File: src/rtl/serial_receiver_pkg.sv
// Shared state encodings and default bit-timing constants for the serial receiver.
package serial_receiver_pkg;

    localparam int DEF_DATA_BITS    = 8;
    localparam int DEF_CLKS_PER_BIT = 16;

    typedef enum logic [2:0] {
        R_IDLE,
        R_START,
        R_DATA,
        R_STOP,
        R_BREAK
    } rx_state_t;

    typedef enum logic [1:0] {
        O_IDLE,
        O_WAIT_ACK,
        O_WAIT_REL
    } out_state_t;

endpackage

File: src/rtl/rxd_sync.sv
// Two-flop synchronizer bringing the asynchronous serial line into the p domain.
module rxd_sync (
    input  logic p,
    input  logic reset_,
    input  logic rxd,
    output logic rxd_s
);

    logic meta_q;

    // Both stages reset to the idle line level so reset never looks like a start bit.
    always_ff @(posedge p) begin
        if (!reset_) begin
            meta_q <= 1'b1;
            rxd_s  <= 1'b1;
        end else begin
            meta_q <= rxd;
            rxd_s  <= meta_q;
        end
    end

endmodule

File: src/rtl/serial_receiver.sv
// 8N1-style serial receiver with a 4-phase dav_/rfd delivery handshake.
//
// Receive FSM
//   state   | meaning
//   R_IDLE  | line idle, waiting for a falling edge on rxd_s
//   R_START | timing to mid start bit; high there means a false start
//   R_DATA  | sampling DATA_BITS data bits at mid-cell, LSB first
//   R_STOP  | sampling the stop bit; deliver, flag overrun, or flag framing error
//   R_BREAK | framing error seen, waiting for the line to return high
//
// Output FSM
//   state      | meaning
//   O_IDLE     | no byte pending, dav_=1
//   O_WAIT_ACK | byte presented, dav_=0, waiting for rfd=0
//   O_WAIT_REL | consumer took it, dav_=1, waiting for rfd=1
module serial_receiver
    import serial_receiver_pkg::*;
#(
    parameter int DATA_BITS    = DEF_DATA_BITS,
    parameter int CLKS_PER_BIT = DEF_CLKS_PER_BIT
) (
    input  logic                 p,
    input  logic                 reset_,
    input  logic                 rxd,
    input  logic                 rfd,
    output logic [DATA_BITS-1:0] byte_out,
    output logic                 dav_,
    output logic                 ferr,
    output logic                 ovr
);

    localparam int CW = $clog2(CLKS_PER_BIT);
    localparam int NW = $clog2(DATA_BITS + 1);
    localparam logic [CW-1:0] HALF_M1 = CW'(CLKS_PER_BIT / 2 - 1);
    localparam logic [CW-1:0] FULL_M1 = CW'(CLKS_PER_BIT - 1);
    localparam logic [NW-1:0] LAST_NB = NW'(DATA_BITS - 1);

    logic rxd_s;

    rx_state_t            rx_q,   rx_d;
    out_state_t           out_q,  out_d;
    logic [CW-1:0]        cnt_q,  cnt_d;
    logic [NW-1:0]        nb_q,   nb_d;
    logic [DATA_BITS-1:0] sh_q,   sh_d;
    logic [DATA_BITS-1:0] byte_q, byte_d;
    logic                 ferr_q, ferr_d;
    logic                 ovr_q,  ovr_d;

    rxd_sync u_sync (
        .p      (p),
        .reset_ (reset_),
        .rxd    (rxd),
        .rxd_s  (rxd_s)
    );

    always_ff @(posedge p) begin
        if (!reset_) begin
            rx_q   <= R_IDLE;
            out_q  <= O_IDLE;
            cnt_q  <= '0;
            nb_q   <= '0;
            sh_q   <= '0;
            byte_q <= '0;
            ferr_q <= 1'b0;
            ovr_q  <= 1'b0;
        end else begin
            rx_q   <= rx_d;
            out_q  <= out_d;
            cnt_q  <= cnt_d;
            nb_q   <= nb_d;
            sh_q   <= sh_d;
            byte_q <= byte_d;
            ferr_q <= ferr_d;
            ovr_q  <= ovr_d;
        end
    end

    always_comb begin
        rx_d   = rx_q;
        out_d  = out_q;
        cnt_d  = cnt_q;
        nb_d   = nb_q;
        sh_d   = sh_q;
        byte_d = byte_q;
        ferr_d = ferr_q;
        ovr_d  = ovr_q;

        case (out_q)
            O_WAIT_ACK: if (!rfd) out_d = O_WAIT_REL;
            O_WAIT_REL: if (rfd)  out_d = O_IDLE;
            default:    out_d = out_q;
        endcase

        case (rx_q)
            R_IDLE: begin
                if (!rxd_s) begin
                    cnt_d = '0;
                    rx_d  = R_START;
                end
            end
            R_START: begin
                if (cnt_q == HALF_M1) begin
                    cnt_d = '0;
                    nb_d  = '0;
                    rx_d  = rxd_s ? R_IDLE : R_DATA;
                end else begin
                    cnt_d = cnt_q + 1'b1;
                end
            end
            R_DATA: begin
                if (cnt_q == FULL_M1) begin
                    sh_d                = sh_q >> 1;
                    sh_d[DATA_BITS-1]   = rxd_s;
                    cnt_d               = '0;
                    nb_d                = nb_q + 1'b1;
                    if (nb_q == LAST_NB) rx_d = R_STOP;
                end else begin
                    cnt_d = cnt_q + 1'b1;
                end
            end
            R_STOP: begin
                if (cnt_q == FULL_M1) begin
                    cnt_d = '0;
                    if (!rxd_s) begin
                        ferr_d = 1'b1;
                        rx_d   = R_BREAK;
                    end else begin
                        rx_d = R_IDLE;
                        // A byte still held by the consumer wins; the new one is dropped.
                        if (out_q == O_IDLE) begin
                            byte_d = sh_q;
                            out_d  = O_WAIT_ACK;
                        end else begin
                            ovr_d = 1'b1;
                        end
                    end
                end else begin
                    cnt_d = cnt_q + 1'b1;
                end
            end
            R_BREAK: begin
                if (rxd_s) rx_d = R_IDLE;
            end
            default: rx_d = R_IDLE;
        endcase
    end

    assign byte_out = byte_q;
    assign dav_     = (out_q != O_WAIT_ACK);
    assign ferr     = ferr_q;
    assign ovr      = ovr_q;

endmodule

File: config.mk
export PLATFORM = sky130hd
export DESIGN_NAME = serial_receiver
export DESIGN_NICKNAME = d
export VERILOG_FILES = /design/src/rtl/serial_receiver_pkg.sv /design/src/rtl/rxd_sync.sv /design/src/rtl/serial_receiver.sv
export SDC_FILE = /design/constraint.sdc
export NUM_CORES = 1
export LEC_CHECK = 0
export ABC_AREA = 1
export CAP_MARGIN = 25
export CORE_AREA = 8 8 70 103
export CTS_CLUSTER_SIZE = 14
export DETAILED_ROUTE_END_ITERATION = 16
export DIE_AREA = 0 0 78 111
export SLEW_MARGIN = 25
export SYNTH_ARGS = -nofsm -noshare
export SYNTH_HDL_FRONTEND = slang
export SYNTH_SLANG_ARGS = --single-unit
export TNS_END_PERCENT = 1
File: constraint.sdc
create_clock -name p -period 1.8 [get_ports p]
set_clock_uncertainty 0.1 [all_clocks]
set_input_delay 0.36 -clock p [delete_from_list [all_inputs] [get_ports p]]
set_output_delay 0.36 -clock p [all_outputs]
set_load 0.05 [all_outputs]
==> impl.org <==
#+TITLE: Synthesis and PnR summary

** Logic synthesis
- Share of the yosys chip area belonging to registers :: 42.65%
- Yosys cell count :: 209
- Post-Synthesis Mean Instance Area :: 7.411 um2
- Synthesis handed over a netlist of 209 instances.
- The stat command in Yosys gives a chip area of 0.001549 mm2.
- Per the post-synthesis report, the nets total 218.
- Per the synthesis report, the dominant area consumer among library cells is dfxtp_1.
- The warning tally printed by Yosys for this design is 0.
- The synthesized netlist devotes 32.71% of its cell area to simple gates.
- Area fraction in mux cells :: 0%
- Number of distinct standard cells referenced by the synthesized netlist :: 30
- Yosys aoi share :: 13.17%
- The cell area that synthesis handed to floorplanning was 0.001549 mm2.
- Arithmetic-cell share of the synthesized area counting full adders, half adders and majority gates :: 4.039%
- The cell-mix breakdown from Yosys lists the XOR/XNOR area share as 1.131%.

** Cells and area
- After routing the design area is 0.001854 mm2.
- For this run, the post-layout net count is 239.
- Layout non-clock buf frac :: 7.962%
- Ranking logic cells in the layout by count gives the top entries nor2_1, dfxtp_1, nand2_1.
- Looking at the area split, the leading class of cells is multi-input combinational cells.
- Per the layout report, the design carries 635 filler cells.
- Once layout is complete, the cells apart from fillers number 303.
- Clock buffer count :: 5
- According to the cell report, the number of logic gates is 152.
- The design has 33 sequential cells.
- Across the whole layout, storage elements account for 660.6 um2.
- Gate Area :: 790.8 um2

** Pwr
- In this run the static leakage power is 0.7866 nW.
- Combinational cells consume a total of 0.469 mW.
- Sequential cells burn 45.9% of the power.
- VDD sags by at most 0.0004847 V.
- For the sequential group, total power comes out at 0.853 mW.
- Clock network power for this build is 0.536 mW.
- Power Internal :: 1.226 mW
- Post-layout power :: 1.859 mW

** Floorplanning
- Num tapcells :: 72
- In this run the core area contains 34 standard-cell rows.
- Core Footprint :: 0.005700 mm2
- Count of boundary I/O pins :: 15
- Die X-Extent :: 78 um

** STA
- The final timing report gives a worst setup slack of 147.9 ps.
- Looking at the max-slew report, the worst-margin pin has a slew of 371.9 ps.
- Slew headroom :: 75.04%
- The highest clock rate this design can be run at is 605.3 MHz.
- Crit path time final :: 1652 ps
- Setup repair after global routing left no endpoint under its margin.

** CTS
- Clock tree sinks :: 33
- The cell sitting at the root of the clock tree is a clkbuf_8.
- Once the clock tree was built, the setup fixing pass inserted 0 buffers.
- Total clock buffers created by CTS :: 5

** Worst setup path
- Maximum fanout count along the critical path :: 11
- The setup check on the worst reg-to-reg path leaves a slack of 150 ps.
- STA puts the critical path data required time at 1920 ps.
- In this design, the stage delay of the slowest critical-path cell is 370 ps.
- For reference, the most critical setup path is categorized as reg2reg.
- The worst register-to-register path begins at cnt_q[0].
- Measured in cells, the most critical reg-to-reg path has a length of 7.

** Place
- Last weighted congestion value of the routability-driven placer :: 0.7670
- Prior to clock tree synthesis, the placed netlist has a worst setup slack of 153.8 ps.
- Per the placement report, the placed cell count is 295.

** Outcome
- The run finished with clean final reports.

** Hold path
- Note that the worst hold path type here is reg2reg.
- Looking at the hold checks, the worst path lands on u_sync.rxd_s.
- Looking at hold timing, the worst path starts from u_sync.meta_q.

** GRT
- Total global-route track usage over all layers is 8.495%.
- Vias in the first global route :: 1365
==> Yosys cell counts (all sizes together) <==
library cell   n
nand4          2
o21ai         21
clkbuf         2
ha             5
nand3b         2
or2            2
o211ai         2
inv           19
nand2         33
xnor2          1
clkinv         2
nor3           1
nand3         16
a21oi         11
nor2          54
a31oi          1
buf            1
xor2           1
dfxtp         33
==> layer usage <==
layer | vias to the layer above | track usage [%] | share of wire [%] | wire length [um]
li1 | 716 | - | - | -
met1 | 619 | 7.943 | 40 | 1368
met2 | 13 | 15.89 | 54 | 1838
met3 | 6 | 2.435 | 2.7 | 92
met4 | 0 | 4.472 | 2.4 | 81
met5 | - | 0 | 0 | 0
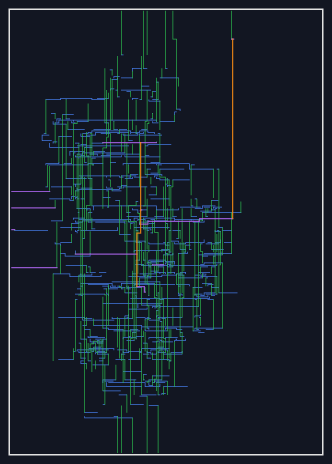
**Above:** metal layers overlaid.
Drawn at 4 px/um.
legend:
  orange:
    layer: met4
    wire_length: 81.8 um
  purple:
    layer: met3
    wire_length: 92.4 um
  green:
    layer: met2
    wire_length: 1840 um
  blue:
    layer: met1
    wire_length: 1370 um

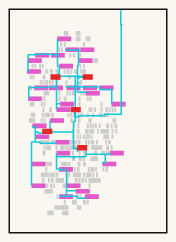
**Above:** clock distribution.
Drawn at 2 px/um.
legend:
  cyan:
    item: clock wires
    length: 457 um
  magenta:
    item: flip-flops
    count: 33
  red:
    item: cells driving clock nets
    count: 5
routed clock nets: 6

No activity file was given, so power comes from the tool's default toggle rates.
